**config.mk**
```make
export PLATFORM = sky130hd
export DESIGN_NAME = alu_seq_param
export DESIGN_NICKNAME = d
export VERILOG_FILES = /design/src/rtl/alu_seq_param.sv
export SDC_FILE = /design/constraint.sdc
export NUM_CORES = 1
export LEC_CHECK = 0
export ABC_AREA = 0
export CORE_MARGIN = 2
export CORE_UTILIZATION = 42
export CTS_CLUSTER_SIZE = 28
export DETAILED_ROUTE_END_ITERATION = 16
export SETUP_SLACK_MARGIN = 0.05
export SYNTH_ARGS = -nofsm -noshare
export SYNTH_HDL_FRONTEND = slang
export SYNTH_SLANG_ARGS = --single-unit
```
**constraint.sdc**
```tcl
create_clock -name clk -period 2.33 [get_ports clk]
set_clock_uncertainty 0.1 [all_clocks]
set_input_delay 0.3495 -clock clk [delete_from_list [all_inputs] [get_ports clk]]
set_output_delay 0.3495 -clock clk [all_outputs]
set_load 0.01 [all_outputs]
```
**src/rtl/alu_seq_param.sv**
```systemverilog
`default_nettype none
//==============================================================================
// Module  : alu_seq_param
// Desc    : Registered 16-op ALU with valid/ready handshakes. Define ALU_DIV_EN
//           to build the iterative restoring divider for opcode 0011.
// Rev     : 1.0  initial release
//==============================================================================
module alu_seq_param #(
    parameter int WIDTH = 8
) (
    input  logic                 clk,
    input  logic                 rst_n,
    input  logic                 i_in_valid,
    output logic                 o_in_ready,
    input  logic [WIDTH-1:0]     i_a,
    input  logic [WIDTH-1:0]     i_b,
    input  logic [3:0]           i_sel,
    output logic                 o_out_valid,
    input  logic                 i_out_ready,
    output logic [2*WIDTH-1:0]   o_result,
    output logic                 o_carry,
    output logic                 o_zero,
    output logic                 o_err,
    output logic                 o_busy
);

    localparam logic [3:0] c_OP_ADD  = 4'b0000;
    localparam logic [3:0] c_OP_SUB  = 4'b0001;
    localparam logic [3:0] c_OP_MUL  = 4'b0010;
    localparam logic [3:0] c_OP_DIV  = 4'b0011;
    localparam logic [3:0] c_OP_SHL  = 4'b0100;
    localparam logic [3:0] c_OP_SHR  = 4'b0101;
    localparam logic [3:0] c_OP_ROL  = 4'b0110;
    localparam logic [3:0] c_OP_ROR  = 4'b0111;
    localparam logic [3:0] c_OP_AND  = 4'b1000;
    localparam logic [3:0] c_OP_OR   = 4'b1001;
    localparam logic [3:0] c_OP_NAND = 4'b1010;
    localparam logic [3:0] c_OP_NOR  = 4'b1011;
    localparam logic [3:0] c_OP_XOR  = 4'b1100;
    localparam logic [3:0] c_OP_XNOR = 4'b1101;
    localparam logic [3:0] c_OP_GT   = 4'b1110;
    localparam logic [3:0] c_OP_NEG  = 4'b1111;

    typedef enum logic [1:0] {
        S_IDLE = 2'd0,
`ifdef ALU_DIV_EN
        S_DIV  = 2'd1,
`endif
        S_DONE = 2'd2
    } state_t;

    state_t                 r_state;
    state_t                 w_state_nx;
    logic [2*WIDTH-1:0]     r_result;
    logic                   r_carry;
    logic                   r_zero;
    logic                   r_err;

    logic                   w_accept;
    logic                   w_start_div;
    logic [2*WIDTH-1:0]     w_a_ext;
    logic [2*WIDTH-1:0]     w_b_ext;
    logic [WIDTH-1:0]       w_diff;
    logic [WIDTH-1:0]       w_neg;
    logic [2*WIDTH-1:0]     w_res;
    logic                   w_carry;
    logic                   w_err;

    assign w_accept = i_in_valid && (r_state == S_IDLE);
    assign w_a_ext  = {{WIDTH{1'b0}}, i_a};
    assign w_b_ext  = {{WIDTH{1'b0}}, i_b};
    assign w_diff   = i_a - i_b;
    assign w_neg    = ~i_a + WIDTH'(1);

`ifdef ALU_DIV_EN
    localparam int CNT_W = $clog2(WIDTH + 1);

    logic [WIDTH-1:0]       r_quo;
    logic [WIDTH-1:0]       r_rem;
    logic [WIDTH-1:0]       r_div;
    logic [CNT_W-1:0]       r_cnt;
    logic [WIDTH:0]         w_rem_sh;
    logic                   w_ge;
    logic [WIDTH-1:0]       w_rem_nx;
    logic [WIDTH-1:0]       w_quo_nx;
    logic                   w_div_last;

    // Restoring step: shift the next dividend bit into the partial remainder
    assign w_rem_sh    = {r_rem, r_quo[WIDTH-1]};
    assign w_ge        = (w_rem_sh >= {1'b0, r_div});
    assign w_rem_nx    = w_ge ? (w_rem_sh[WIDTH-1:0] - r_div) : w_rem_sh[WIDTH-1:0];
    assign w_quo_nx    = {r_quo[WIDTH-2:0], w_ge};
    assign w_div_last  = (r_cnt == CNT_W'(WIDTH - 1));
    assign w_start_div = (i_sel == c_OP_DIV) && (i_b != '0);
`else
    assign w_start_div = 1'b0;
`endif

    always_comb begin
        w_res   = '0;
        w_carry = 1'b0;
        w_err   = 1'b0;
        case (i_sel)
            c_OP_ADD:  begin
                w_res   = w_a_ext + w_b_ext;
                w_carry = w_res[WIDTH];
            end
            c_OP_SUB:  begin
                w_res   = {{WIDTH{1'b0}}, w_diff};
                w_carry = (i_a < i_b);
            end
            c_OP_MUL:  w_res = w_a_ext * w_b_ext;
            c_OP_DIV:  begin
`ifdef ALU_DIV_EN
                // Only the divide-by-zero case resolves here; real divides iterate
                if (i_b == '0) begin
                    w_res = {i_a, {WIDTH{1'b1}}};
                    w_err = 1'b1;
                end
`else
                w_err = 1'b1;
`endif
            end
            c_OP_SHL:  w_res = w_a_ext << 1;
            c_OP_SHR:  w_res = w_a_ext >> 1;
            c_OP_ROL:  w_res = {{WIDTH{1'b0}}, i_a[WIDTH-2:0], i_a[WIDTH-1]};
            c_OP_ROR:  w_res = {{WIDTH{1'b0}}, i_a[0], i_a[WIDTH-1:1]};
            c_OP_AND:  w_res = {{WIDTH{1'b0}}, i_a & i_b};
            c_OP_OR:   w_res = {{WIDTH{1'b0}}, i_a | i_b};
            c_OP_NAND: w_res = {{WIDTH{1'b0}}, ~(i_a & i_b)};
            c_OP_NOR:  w_res = {{WIDTH{1'b0}}, ~(i_a | i_b)};
            c_OP_XOR:  w_res = {{WIDTH{1'b0}}, i_a ^ i_b};
            c_OP_XNOR: w_res = {{WIDTH{1'b0}}, ~(i_a ^ i_b)};
            c_OP_GT:   w_res = {{(2*WIDTH-1){1'b0}}, (i_a > i_b)};
            c_OP_NEG:  w_res = {{WIDTH{1'b0}}, w_neg};
            default:   w_res = '0;
        endcase
    end

    always_ff @(posedge clk or negedge rst_n) begin
        if (!rst_n) begin
            r_state <= S_IDLE;
        end else begin
            r_state <= w_state_nx;
        end
    end

    always_comb begin
        w_state_nx = r_state;
        case (r_state)
            S_IDLE: begin
                if (i_in_valid) begin
`ifdef ALU_DIV_EN
                    w_state_nx = w_start_div ? S_DIV : S_DONE;
`else
                    w_state_nx = S_DONE;
`endif
                end
            end
`ifdef ALU_DIV_EN
            S_DIV: begin
                if (w_div_last) begin
                    w_state_nx = S_DONE;
                end
            end
`endif
            S_DONE: begin
                if (i_out_ready) begin
                    w_state_nx = S_IDLE;
                end
            end
            default: w_state_nx = S_IDLE;
        endcase
    end

    always_ff @(posedge clk or negedge rst_n) begin
        if (!rst_n) begin
            r_result <= '0;
            r_carry  <= 1'b0;
            r_zero   <= 1'b0;
            r_err    <= 1'b0;
`ifdef ALU_DIV_EN
            r_quo    <= '0;
            r_rem    <= '0;
            r_div    <= '0;
            r_cnt    <= '0;
`endif
        end else begin
            if (w_accept && !w_start_div) begin
                r_result <= w_res;
                r_carry  <= w_carry;
                r_zero   <= (w_res == '0);
                r_err    <= w_err;
            end
`ifdef ALU_DIV_EN
            if (w_accept && w_start_div) begin
                r_quo <= i_a;
                r_rem <= '0;
                r_div <= i_b;
                r_cnt <= '0;
            end
            if (r_state == S_DIV) begin
                r_quo <= w_quo_nx;
                r_rem <= w_rem_nx;
                r_cnt <= r_cnt + CNT_W'(1);
                if (w_div_last) begin
                    r_result <= {w_rem_nx, w_quo_nx};
                    r_carry  <= 1'b0;
                    r_zero   <= ({w_rem_nx, w_quo_nx} == '0);
                    r_err    <= 1'b0;
                end
            end
`endif
        end
    end

    assign o_in_ready  = (r_state == S_IDLE);
    assign o_busy      = (r_state != S_IDLE);
    assign o_out_valid = (r_state == S_DONE);
    assign o_result    = r_result;
    assign o_carry     = r_carry;
    assign o_zero      = r_zero;
    assign o_err       = r_err;

endmodule
`default_nettype wire

```
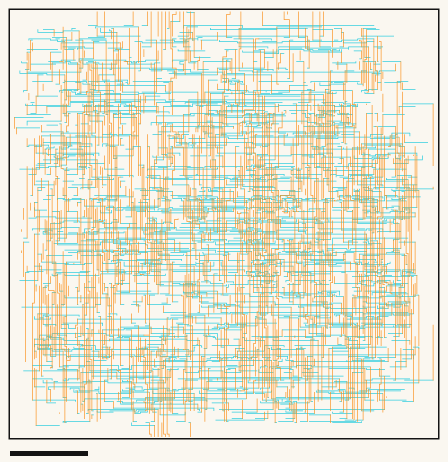
**Above:** signal wires by layer.
Bar = 20 um. Two of the layers only.
- met1: cyan (wire length 7820 um)
- met2: orange (wire length 8790 um)
total track usage: 30.8%
Vias: 5409
wire length per cell: 18.5 um
Post-Route WL: 18100 um

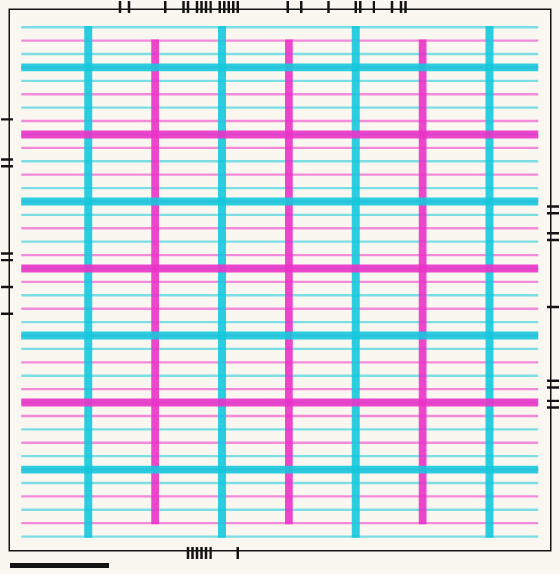
**Above:** floorplan with the power grid.
Bar = 20 um. Pins as bars on the die edge.
- VDD: magenta
- VSS: cyan
- met4 straps: 7
- signal pins: 46
- met1 rails: 39

==> results.sh <==
# source this file to load flow results
export IMPL_outcome="complete, but fails checks"
export IMPL_violations="negative setup slack"
export IMPL_grt_overflow=0
export IMPL_fp_util_pct=43.2
export IMPL_lay_top_count="buf_4"
export IMPL_grt_pass1_vias=5537
export IMPL_fp_nets=717
export IMPL_synthAoiAreaFrac_pct=19.4
export IMPL_ys_sh_xor_pct=5.05
export IMPL_power_uw=4510
export IMPL_worstSetupStartpointType="primary input"
export IMPL_layout_setup_ws_ns=-2.13
export IMPL_hold_viol_final=0
export IMPL_simple_gate_share_pct=20.4
export IMPL_logic_family="adder cells"
export IMPL_layout_top_cells="buf_4 (186), nor2_1 (54), inv_1 (49)"
export IMPL_clk_pin_slew_ns=0.08
export IMPL_syn_avg_cell_area_sq_um=7.88
export IMPL_maxSlewViolCount=0
export IMPL_cp_max_fo=3
export IMPL_vdd_ir_drop_worst_uv=799
export IMPL_setup_viol=16
export IMPL_fin_cells=977
export IMPL_yosys_warnings=0
export IMPL_clkSinkCount=20
export IMPL_critPathTopFamily="adder cells"
export IMPL_ant_nets=0
export IMPL_ys_chip_area_sq_um=4680
export IMPL_drtIter0Drc=268
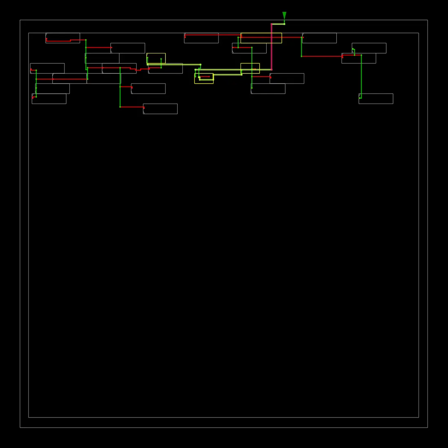
**Above:** clock nets.
Late-Pin Clk Latency: 0.26 ns
total CTS buffers: 3
FFs & Latches: 20

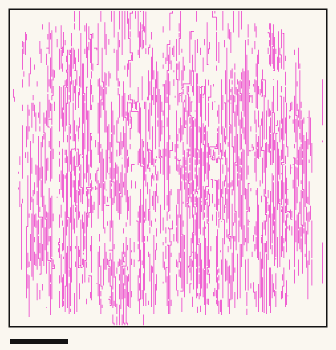
**Above:** the metal 2 layer.
Bar = 20 um.
- nets with wire on the layer: 851
- main direction: vertical
- longest straight run: 47.9 um
- wire length on this layer: 8790 um
GR Util met2: 53.1%

per-layer routing:
layer	track usage, %	vias up	part of all wire [%]
met3	4.92	41	5.4
met2	53.1	174	49
met4	7.14	0	2.6
met5	0	-	0
met1	40.6	2644	43
li1	-	2550	-
registers in the layout, indices dropped and copies added (netlist names):
name      count
o_err         1
r_state       1
o_carry       1
o_result     16
o_zero        1
cells by family (layout without fill, tap and decap cells):
family | after synthesis | in the layout
fa+ha+maj | 99 | 99
mux | 13 | 13
xor+xnor | 27 | 27
flops | 20 | 20
buf+inv | 102 | 345
compound gates | 128 | 128
simple gates | 205 | 205
where the power goes:
part / total, uW / switching (uW) / internal [uW]
logic: 3720 / 1810 / 1910
registers: 441 / 33.6 / 408
clock network: 353 / 124 / 229
total: 4510 / 1970 / 2550
cells in the mapped netlist (all sizes together), types with 3 or more instances:
master   count  area, sq um
inv         70          263
mux2i        6         60.1
a31oi        7         43.8
mux2         7         82.6
o22ai        6         37.5
clkbuf      15         56.3
o221ai       3         26.3
nand4        6         37.5
o211ai       3         22.5
a2bb2oi      3         26.3
nor2b        5         31.3
nor2        83          312
nor4         8         56.3
nor4b        3         26.3
nand2       50          188
clkinv       5         18.8
ha          61          763
fa          38          761
a211oi       9         67.6
nand2b      14         87.6
xor2         4         35.0
o21a         5         37.5
a21oi       19         95.1
a311oi       3         26.3
o21ai       23          115
a22oi        5         37.5
and3         4         25.0
xnor2       23          201
or2          3         18.8
buf         12         78.8
a2111oi      3         27.5
nor3        11         55.1
o31a         4         35.0
a21o         6         45.0
o32ai        3         26.3
nand3        7         35.0
o31ai        5         37.5
dfrtp       20          500
repair_timing:
item / 4_1_cts / 5_1_grt
resized: 197 / 83
endpoints found under the setup margin: 18 / 18
buffers inserted: 31 / 24
pin swaps: 63 / 69
gates cloned: 0 / 0
endpoints found under the hold margin: 0 / 0
area by class of cell:
cell class / instances / area (sq um) / area share [%]
multi-input cells: 472 / 4550 / 57.1
repair buffers: 266 / 2320 / 29.2
inverters: 75 / 340 / 4.28
well taps: 140 / 175 / 2.20
clock inverters: 1 / 30.0 / 0.377
clock buffers: 3 / 41.3 / 0.519
flip-flops and latches: 20 / 500 / 6.29
through the flow:
stage	hold slack (ns)	setup slack, ns	TNS (ns)
2_1_floorplan	-0.0461	-2.06	-20.27
3_3_place_gp	0.366	-2.83	-37.97
3_5_place_dp	0.373	-3.00	-39.03
4_1_cts	0.327	-2.08	-24.73
5_1_grt	0.350	-2.31	-26.94
6_report	0.321	-2.13	-24.66
worst paths after layout:
| kind | startpoint | end | slack [ns] | depth (start not counted) |
|---|---|---|---|---|
| max | i_b[4] | o_zero$_DFFE_PN0P_ | -2.13 | 19 |
| min | rst_n | o_result[2]$_DFFE_PN0P_ | 0.32 | 2 |
| max reg2reg | r_state[1]$_DFFE_PN0P_ | o_zero$_DFFE_PN0P_ | 0.01 | 9 |
| min reg2reg | o_result[13]$_DFFE_PN0P_ | o_result[13]$_DFFE_PN0P_ | 0.39 | 2 |
| max in group asynchronous | rst_n | o_result[11]$_DFFE_PN0P_ | 1.59 | 2 |
| min in group clk | o_result[13]$_DFFE_PN0P_ | o_result[13]$_DFFE_PN0P_ | 0.39 | 2 |
Power is estimated from default activity; no workload was simulated.
